## config.mk

```make
export PLATFORM = sky130hd
export DESIGN_NAME = frame_buf_multi
export DESIGN_NICKNAME = d
export VERILOG_FILES = /design/src/rtl/frame_buf_multi.sv
export SDC_FILE = /design/constraint.sdc
export NUM_CORES = 1
export LEC_CHECK = 0
export CAP_MARGIN = 30
export CORE_AREA = 2 2 311 251
export DETAILED_ROUTE_END_ITERATION = 8
export DIE_AREA = 0 0 313 253
export SYNTH_ARGS = -nofsm -noshare
export SYNTH_HDL_FRONTEND = slang
export SYNTH_SLANG_ARGS = --single-unit
```

## constraint.sdc

```tcl
create_clock -name clk -period 5.1 [get_ports clk]
set_input_delay 1.02 -clock clk [delete_from_list [all_inputs] [get_ports clk]]
set_output_delay 1.02 -clock clk [all_outputs]
set_load 0.005 [all_outputs]
```

## src/rtl/frame_buf_multi.sv

```systemverilog
// frame_buf_multi: NUM_BUFS-slot round-robin frame store with per-slot full flags
// handing complete frames from a producer to a consumer.
module frame_buf_multi #(
    parameter int DATA_WIDTH = 32,
    parameter int ADDR_WIDTH = 3,
    parameter int MEM_DEPTH  = 1 << ADDR_WIDTH,
    parameter int NUM_BUFS   = 2,
    parameter int BUF_W      = (NUM_BUFS > 1) ? $clog2(NUM_BUFS) : 1,
    parameter int CNT_W      = $clog2(NUM_BUFS + 1)
) (
    input  logic                  clk,
    input  logic                  reset,
    input  logic                  wr_en_in,
    input  logic [DATA_WIDTH-1:0] data_in,
    output logic                  wr_rdy,
    output logic                  wr_frame_done,
    input  logic                  rd_en_in,
    output logic                  rd_avail,
    output logic [DATA_WIDTH-1:0] data_out,
    output logic                  rd_valid,
    output logic                  rd_last,
    output logic [CNT_W-1:0]      frames_full
);
    localparam logic [ADDR_WIDTH-1:0] LAST_OFF = ADDR_WIDTH'(MEM_DEPTH - 1);
    localparam logic [BUF_W-1:0]      LAST_BUF = BUF_W'(NUM_BUFS - 1);
    typedef enum logic {R_IDLE, R_READ} rstate_t;
    rstate_t state_q, state_d;
    logic [NUM_BUFS-1:0] full_q, full_d;
    logic [BUF_W-1:0] wr_buf_q, wr_buf_d, rd_buf_q, rd_buf_d;
    logic [ADDR_WIDTH-1:0] wr_addr_q, wr_addr_d, rd_addr_q, rd_addr_d, rd_off;
    logic [CNT_W-1:0] cnt_q, cnt_d;
    logic [DATA_WIDTH-1:0] data_q, data_d;
    logic valid_q, valid_d, last_q, last_d, done_q, done_d;
    logic wr_acc, rd_acc, wr_end, rd_end;
    logic [DATA_WIDTH-1:0] mem [NUM_BUFS*MEM_DEPTH];

    assign wr_rdy        = ~full_q[wr_buf_q];
    assign rd_avail      = full_q[rd_buf_q];
    assign wr_frame_done = done_q;
    assign data_out      = data_q;
    assign rd_valid      = valid_q;
    assign rd_last       = last_q;
    assign frames_full   = cnt_q;

    always_comb begin
        wr_acc    = wr_en_in && wr_rdy;
        rd_acc    = rd_en_in && rd_avail;
        // an idle reader has consumed nothing of the current frame, so it is at offset 0
        rd_off    = (state_q == R_IDLE) ? '0 : rd_addr_q;
        wr_end    = wr_acc && (wr_addr_q == LAST_OFF);
        rd_end    = rd_acc && (rd_off == LAST_OFF);
        wr_addr_d = wr_end ? '0 : wr_addr_q + ADDR_WIDTH'(wr_acc);
        rd_addr_d = rd_end ? '0 : rd_off + ADDR_WIDTH'(rd_acc);
        wr_buf_d  = !wr_end ? wr_buf_q : (wr_buf_q == LAST_BUF) ? '0 : wr_buf_q + 1'b1;
        rd_buf_d  = !rd_end ? rd_buf_q : (rd_buf_q == LAST_BUF) ? '0 : rd_buf_q + 1'b1;
        full_d    = full_q;
        if (wr_end) full_d[wr_buf_q] = 1'b1;
        if (rd_end) full_d[rd_buf_q] = 1'b0;
        cnt_d     = cnt_q + CNT_W'(wr_end) - CNT_W'(rd_end);
        state_d   = !rd_acc ? state_q : rd_end ? R_IDLE : R_READ;
        data_d    = rd_acc ? mem[{rd_buf_q, rd_off}] : data_q;
        valid_d   = rd_acc;
        last_d    = rd_end;
        done_d    = wr_end;
    end

    always_ff @(posedge clk) begin
        if (reset) begin
            state_q   <= R_IDLE;
            full_q    <= '0;
            wr_buf_q  <= '0;
            rd_buf_q  <= '0;
            wr_addr_q <= '0;
            rd_addr_q <= '0;
            cnt_q     <= '0;
            data_q    <= '0;
            valid_q   <= 1'b0;
            last_q    <= 1'b0;
            done_q    <= 1'b0;
        end else begin
            state_q   <= state_d;
            full_q    <= full_d;
            wr_buf_q  <= wr_buf_d;
            rd_buf_q  <= rd_buf_d;
            wr_addr_q <= wr_addr_d;
            rd_addr_q <= rd_addr_d;
            cnt_q     <= cnt_d;
            data_q    <= data_d;
            valid_q   <= valid_d;
            last_q    <= last_d;
            done_q    <= done_d;
        end
    end

    always_ff @(posedge clk) begin
        if (wr_acc) mem[{wr_buf_q, wr_addr_q}] <= data_in;
    end
endmodule
```

==> run notes <==
yosys + openroad results -> Setup Viol. Count Final=0, Slew @ Worst Pin=~970 ps, warnings from Yosys=0, Critical Setup Path Class=reg -> out, vias in the first global route=11400, Synth area leader=edfxtp_1, ANT cells=0, crit end category=output pin, Pwr Density=356 mW/mm2, crit path DRT=4080 ps, Reg2Reg Launch Point=wr_buf_q, final hold viol count=0, Top cell area share=70.3%, Die X=between 300 and 400 um, LEAKAGE=7.62 nW, CP Depth=2, via count=11200, layout cells sized above 1=16.7%, CTS Hold Bufs=0, R2R depth=5, worst path bufs/invs=1, RSZ-0062 raised after global routing=no, core area=0.0764 mm2, Longest Clk Path Bufs=3, die height=253 um, Setup Skew=~25 ps, cells along the critical path=mux2i_4 -> clkdlybuf4s50_1, status=completed, CTS tree=yes, gpl congestion=roughly 0.8, Post-Synthesis Cells=1177, post-placement cell count=2212, HPWL after DPL=30200 um, worst skew pair latency=590 ps, FF+latch count, synth=560, first-pass iteration count of the detailed router=5, CTS Sinks=560, Worst Setup SP=wr_buf_q, Tmin final=3140 ps, clock root buffer=clkbuf_16, max-cap violations=0, critical-path maximum fanout=8, peak supply drop=roughly 220 uV, wire per inst=roughly 22 um, grt total ovfl=0, biggest area cells=edfxtp_1 (70%), mux4_2 (6.6%), dfxtp_1 (4.4%), mux2i_1 (2.9%), o221ai_1 (2.6%), most frequent cells in the layout=edfxtp_1 (512), clkdlybuf4s50_1 (74), mux2i_1 (64), mux4_2 (64), o221ai_1 (64), Worst Min Path Start=data_out[8], largest net degree at the start of global routing=between 100 and 150, worst hold path class=reg -> reg, crit path to=wr_rdy, total die size=0.0792 mm2, Worst-path clk slew=70 ps, postcts setup bufs=0, delay-heaviest family, CP=flip-flops, Avg Inst Size Synth=between 15 and 20 um2, # Cells Yosys=1177, post-layout period usage=61.6%, Detailed Route WL=51500 um, R2R Path End=mem[12][9], Distinct cells, synth=48, antenna violations before repair=0, Net count, final=1286, num rows=91, CTS Buf Count=between 50 and 60, CP max-delay cell=dfxtp_1, setup TNS=0 ps, Startpoint Class=flip-flop, Slew headroom=35.3%, 1st-iter DRT viols=between 1000 and 1500, Layout Cells excl Fill=2312, register share after synthesis=between 70% and 80%, drc violations=0, FP Core Util=28.6%, vias per cell=4.86, area growth from synthesis to layout=16.6%, DRT antenna net count=0, f_max=318 MHz, CP Data Arrival Time=around 2100 ps, Top cell excl fill/tap=edfxtp_1, H-tree levels=2, reg2reg setup slack=2270 ps, Cell Area, Synth=0.0219 mm2, yosys synthesis chip area=between 0.02 and 0.025 mm2
-- per-stage QoR --
step                hold slack (ps)  area, um2  worst slack, ps  power [mW]  utilization (%)
floorplan                       530      21900              765        5.26                -
global placement                555      23700             1430        5.38             31.0
detailed placement              554      23800             1490        5.39             31.1
CTS                             567      25500             1900        9.16             33.3
global route                    584      25500             1840        9.37             33.4
finish                          557      25500             1960        9.07             33.4
-- metal layers --
metal | vias to the layer above | global-route usage (%) | routed length [um]
met2 | 311 | 20.5 | 24200
met4 | 0 | 2.68 | 807
met3 | 62 | 2.15 | 2770
met1 | 5829 | 18.4 | 23700
met5 | - | 0 | 0
li1 | 5030 | - | -
-- sequential cells by signal, summed over array words and instances, names as in the netlist --
register and cells:
mem 512, wr_buf_q 1, rd_last 1, rd_buf_q 1, rd_valid 1, wr_frame_done 1, frames_full 2, state_q 1
rd_addr_q 3, wr_addr_q 3, full_q 2, data_out 32
-- synth_stat cells, drive strengths merged --
cell / count
edfxtp: 512
mux2i: 65
mux4: 64
o221ai: 64
buf: 56
dfxtp: 48
nor2: 44
clkbuf: 36
o21a: 34
o21ai: 34
and3b: 33
a211oi: 32
a31oi: 32
o22a: 32
o2bb2ai: 32
nor3: 12
nand2: 7
and3: 5
ha: 5
inv: 4
a21oi: 3
xnor2: 3
and2: 2
and4: 2
nor3b: 2
or4b: 2
xor2: 2
clkinv: 1
mux2: 1
nand2b: 1
nand3: 1
nand3b: 1
nand4: 1
nor2b: 1
o211ai: 1
o221a: 1
or2: 1
-- final cells by class --
type,count,area [um2]
Clock buffer,76,1460
Multi-Input combinational cell,520,5100
Clock inverter,22,208
Timing Repair Buffer,106,1070
Tap cell,1023,1280
Inverter,5,18.8
Sequential cell,560,16300
Fill cell,7172,50900
-- where the power goes --
| group | switching [mW] | internal (mW) | total [mW] |
|---|---|---|---|
| Clock | 1.67 | 2.11 | 3.78 |
| Combinational | 0.136 | 0.0742 | 0.210 |
| Sequential | 0.0208 | 5.06 | 5.08 |
| Total | 1.83 | 7.24 | 9.07 |
-- cell families (layout without fill, tap and decap cells) --
family                     count (synthesis)  in the layout  share of synthesized area [%]
AOI/OAI and AO/OA                        265            265                           9.49
xor gates and xnor gates                   5              5                          0.200
adders and majority gates                  5              5                          0.286
buffers and inverters                     97            209                           2.49
DFF                                      560            560                           74.7
muxes                                    130            130                           9.67
and+or+nand+nor                          115            115                           3.17
-- tightest hold or removal path, stage by stage (launching register included) --
cell,delay (ps)
dfxtp_1,310
o21ai_0,160
a31oi_1,40
-- worst min-delay path by stage --
stage | endpoint | slack, ps | depth (start not counted)
2_1_floorplan | full_q[1] | 530 | 1
4_1_cts | data_out[7] | 570 | 2
3_5_place_dp | data_out[7] | 550 | 2
6_report | data_out[8] | 560 | 2
5_1_grt | data_out[11] | 580 | 2
3_3_place_gp | data_out[31] | 550 | 2
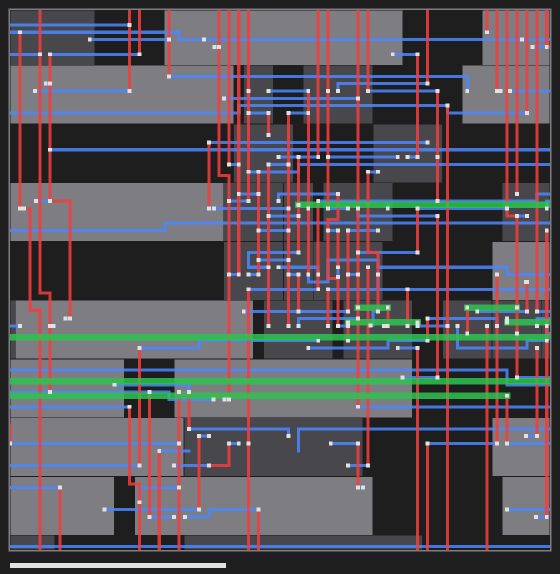
closeup.png
The bar under the picture is 10 um long. Window x 66 to 91, y 51 to 76 um. Cells in gray, sequential cells in the stronger gray; small squares are vias.
Key: red = M2; blue = M1; green = M3
Sequential cells in the window: 7. Most frequent: edfxtp_1 (7). 23 logic cells have their middle in the window. Netlist names of flops here include mem (7).

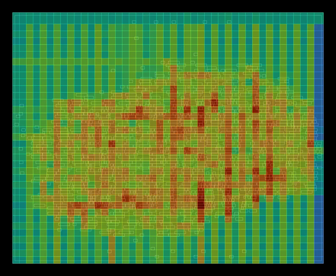
congestion_map.png
M2 GR Usage: 20.5%
overall global routing resource usage: 12.8%

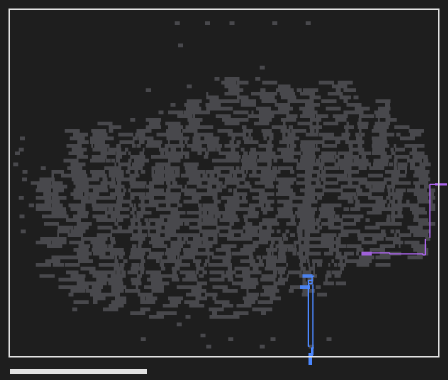
port_trees.png
The bar under the picture is 100 um long.
Key: purple = rd_last [bits 1, direction output, end cells 1, buffers 1, wire 96.7 um]; blue = frames_full [bits 2, direction output, end cells 2, buffers 2, wire 124 um]
port bufs: 74
io pins: 75

No activity file was given, so power comes from the tool's default toggle rates.
